**config.mk**
```make
export PLATFORM = sky130hd
export DESIGN_NAME = rf_write_queue
export DESIGN_NICKNAME = d
export VERILOG_FILES = /design/src/rtl/rf_write_queue.sv
export SDC_FILE = /design/constraint.sdc
export NUM_CORES = 1
export LEC_CHECK = 0
export ABC_AREA = 1
export CORE_AREA = 2 2 89 83
export DETAILED_ROUTE_END_ITERATION = 6
export DIE_AREA = 0 0 91 85
export GPL_ROUTABILITY_DRIVEN = 0
export HOLD_SLACK_MARGIN = 0.12
export PLACE_DENSITY = 0.79
export SLEW_MARGIN = 25
export SYNTH_ARGS = -nofsm -noshare
export SYNTH_HDL_FRONTEND = slang
export SYNTH_SLANG_ARGS = --single-unit
```
**constraint.sdc**
```tcl
create_clock -name clk -period 6.5 [get_ports clk]
set_clock_uncertainty 0.2 [all_clocks]
set_input_delay 1.3 -clock clk [delete_from_list [all_inputs] [get_ports clk]]
set_output_delay 1.3 -clock clk [all_outputs]
set_load 0.03 [all_outputs]
```
**src/rtl/rf_write_queue.sv**
```systemverilog
// rf_write_queue: in-order write-back buffer in front of the tiny8 register file.
// Takes up to two writes per cycle, drains up to two per cycle, and never aims
// both regfile write ports at the same register (same-register pairs are coalesced
// so only the younger value lands).
module rf_write_queue #(
    parameter int DEPTH = 4
) (
    input  logic                    clk,
    input  logic                    rst,
    input  logic [1:0]              in_valid,
    output logic                    in_ready,
    input  logic [1:0]              in_rd0,
    input  logic [7:0]              in_data0,
    input  logic [1:0]              in_rd1,
    input  logic [7:0]              in_data1,
    output logic                    rf_load1,
    output logic [1:0]              rf_r1,
    output logic [7:0]              rf_in1,
    output logic                    rf_load2,
    output logic [1:0]              rf_r2,
    output logic [7:0]              rf_in2,
    output logic [3:0]              pending,
    output logic [$clog2(DEPTH):0]  count
);

    localparam int AW = $clog2(DEPTH);
    localparam int CW = AW + 1;

    logic [1:0]    rdMem   [DEPTH];
    logic [7:0]    dataMem [DEPTH];
    logic [AW-1:0] head;
    logic [AW-1:0] tail;
    logic [AW-1:0] headNext;
    logic [AW-1:0] slot1;
    logic [AW-1:0] offs;
    logic          fire0;
    logic          fire1;
    logic [1:0]    nEnq;
    logic [1:0]    nDeq;

    // Space for a full pair is judged on the registered count only; a pop in the
    // same cycle does not lend credit to the upstream stage.
    assign in_ready = (CW'(DEPTH) - count) >= CW'(2);
    assign fire0    = in_valid[0] && in_ready;
    assign fire1    = in_valid[1] && in_ready;
    assign slot1    = tail + AW'(fire0);
    assign nEnq     = {1'b0, fire0} + {1'b0, fire1};
    assign headNext = head + AW'(1);

    // Drain decision from the two oldest entries; a same-register pair collapses
    // onto port 1 carrying the younger value, and reset suppresses any write.
    always_comb begin
        rf_load1 = 1'b0;
        rf_r1    = '0;
        rf_in1   = '0;
        rf_load2 = 1'b0;
        rf_r2    = '0;
        rf_in2   = '0;
        nDeq     = 2'd0;
        if (count == CW'(1)) begin
            nDeq     = 2'd1;
            rf_load1 = !rst;
            rf_r1    = rst ? 2'd0 : rdMem[head];
            rf_in1   = rst ? 8'd0 : dataMem[head];
        end else if (count >= CW'(2)) begin
            nDeq = 2'd2;
            if (rdMem[head] == rdMem[headNext]) begin
                rf_load1 = !rst;
                rf_r1    = rst ? 2'd0 : rdMem[headNext];
                rf_in1   = rst ? 8'd0 : dataMem[headNext];
            end else begin
                rf_load1 = !rst;
                rf_r1    = rst ? 2'd0 : rdMem[head];
                rf_in1   = rst ? 8'd0 : dataMem[head];
                rf_load2 = !rst;
                rf_r2    = rst ? 2'd0 : rdMem[headNext];
                rf_in2   = rst ? 8'd0 : dataMem[headNext];
            end
        end
    end

    // Pending mask: every slot sitting between head and head+count marks its register.
    always_comb begin
        pending = '0;
        offs    = '0;
        for (int i = 0; i < DEPTH; i++) begin
            offs = AW'(i) - head;
            if (CW'(offs) < count) begin
                pending[rdMem[i]] = 1'b1;
            end
        end
    end

    // Queue state: lane0 lands at tail, lane1 right behind it; pointers wrap naturally.
    always_ff @(posedge clk) begin
        if (rst) begin
            head  <= '0;
            tail  <= '0;
            count <= '0;
        end else begin
            if (fire0) begin
                rdMem[tail]   <= in_rd0;
                dataMem[tail] <= in_data0;
            end
            if (fire1) begin
                rdMem[slot1]   <= in_rd1;
                dataMem[slot1] <= in_data1;
            end
            head  <= head + AW'(nDeq);
            tail  <= tail + AW'(nEnq);
            count <= count + CW'(nEnq) - CW'(nDeq);
        end
    end

endmodule

```
==> flow_summary.toml, run 1 <==
# implementation run metrics
[floorplan]
die_area_um2 = 7740
die_w_um = 91
tap_cells = 93

[worst_hold_path]
holdCritStartpoint = "tail[1]$_SDFF_PP0_"
hold_class = "reg2reg"

[worst_setup_path]
regToRegSetupSlack_ns = 2.99
cp_num_cells = 5
critPathArrivalTime_ns = 3.56
r2r-start = "count[0]$_SDFF_PP0_"
worst-setup-path-type = "in2out"

[final_layout]
buffers = 56
area_delta_synth_final_pct = 16.6
top_register = "dataMem"
inverters = 58
finalNetCount = 583

[placement]
pre_cts_ws_ns = 1.45

[synth]
ys_sh_xor = 0.0120
numSynthFlops = 47
common_cells = "nand2_1, inv_1, edfxtp_1"
synth_area_leader_cell = "edfxtp_1"

[final_timing]
fmax_mhz = 198
setup_viol = 0

[power]
internal-power_w = 0.00107
power-top-group = "combinational logic"

[run]
cap_violations = 0

[grt]
grt_pass1_vias = 2920
use_met1 = 0.329
grt_max_degree = 22
busiest_layer = "met2"

[route]
topRoutingLayerUsed = "met4"

[status]
status = "completed"

[clock_tree]
postCtsHoldBufs = 0
cts_resized = 0
numCtsBuffers = 5
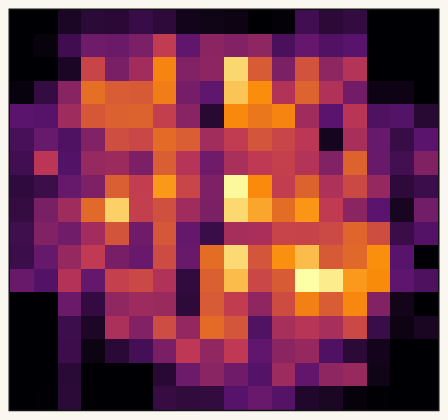
run_1/route_heat.png
The die is cut into 18 by 17 equal tiles; black is low, pale yellow is high, scaled to the fullest tile. Values are wire area over tile area, all layers added.
emptiest ninth of the die	south-west
fullest tile	0.52
nearly empty tiles	14%

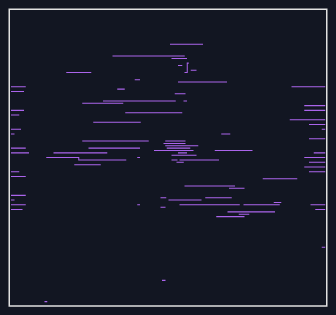
run_1/m3.png
main direction	horizontal
wire length on this layer	497 um
nets with wire on the layer	68

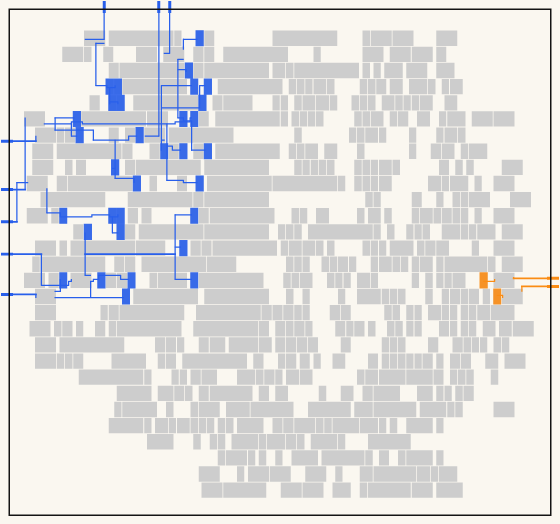
run_1/port_trees.png
color	port	bits	direction	edge	end cells	buffers	wire
blue	in_data1	8	input	5 west, 3 north	32	8	326 um
orange	rf_r2	2	output	east	2	2	14.6 um

==> inputs of run 2 (changes only) <==
- clock period: 6.5 -> 5.15 ns (I/O delays scaled with it)
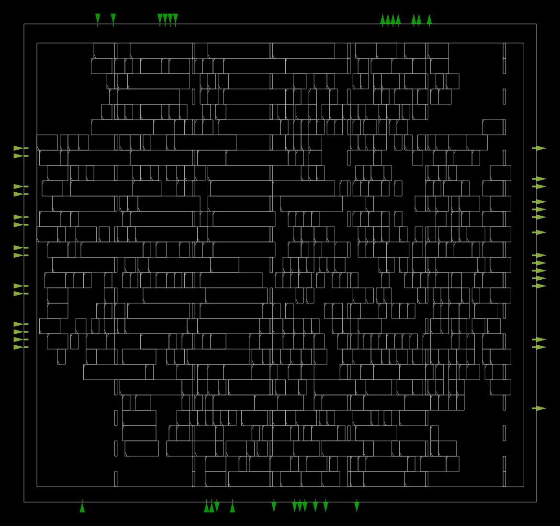
run_2/placed.png
Seq cells: 47
Seq area share: 0.314

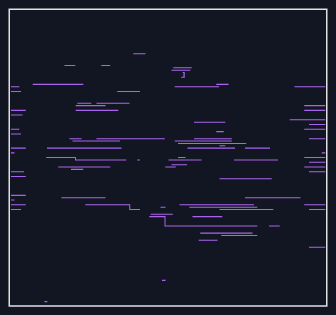
run_2/m3.png
wire length on this layer	614 um
nets with wire on the layer	70

==> flow_summary.toml, run 2 <==
# implementation run metrics
[final_layout]
finalNetCount = 584
top_register = "dataMem"
area_delta_synth_final_pct = 16.8
buffers = 57

[grt]
grt_max_degree = 22
grt_pass1_vias = 2971
use_met1 = 0.332
busiest_layer = "met2"

[final_timing]
fmax_mhz = 221
setup_viol = 0

[worst_hold_path]
holdCritStartpoint = "tail[1]$_SDFF_PP0_"
hold_class = "reg2reg"

[route]
topRoutingLayerUsed = "met4"
dr.pass1.iters = 5

[status]
status = "completed"

[worst_setup_path]
critPathArrivalTime_ns = 3.29
regToRegSetupSlack_ns = 1.67
worst-setup-path-type = "in2out"
cp_num_cells = 5
r2r-start = "count[0]$_SDFF_PP0_"

[power]
internal-power_w = 0.00136
power-top-group = "combinational logic"

[run]
cap_violations = 0

[floorplan]
tap_cells = 93

[clock_tree]
postCtsHoldBufs = 0
numCtsBuffers = 5
cts_resized = 0

[synth]
synth_area_leader_cell = "edfxtp_1"
common_cells = "nand2_1, inv_1, edfxtp_1"
ys_sh_xor = 0.0120
numSynthFlops = 47

[placement]
pre_cts_ws_ns = 0.633
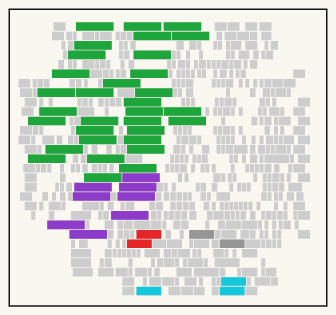
run_2/ff_map.png
Other sequential cells in the stronger gray, the rest of the logic in the fainter gray.
color	signal	placed flops
purple	rdMem	8
cyan	count	3
red	tail	2
green	dataMem	32
not colored	2

No activity file was given, so power comes from the tool's default toggle rates.
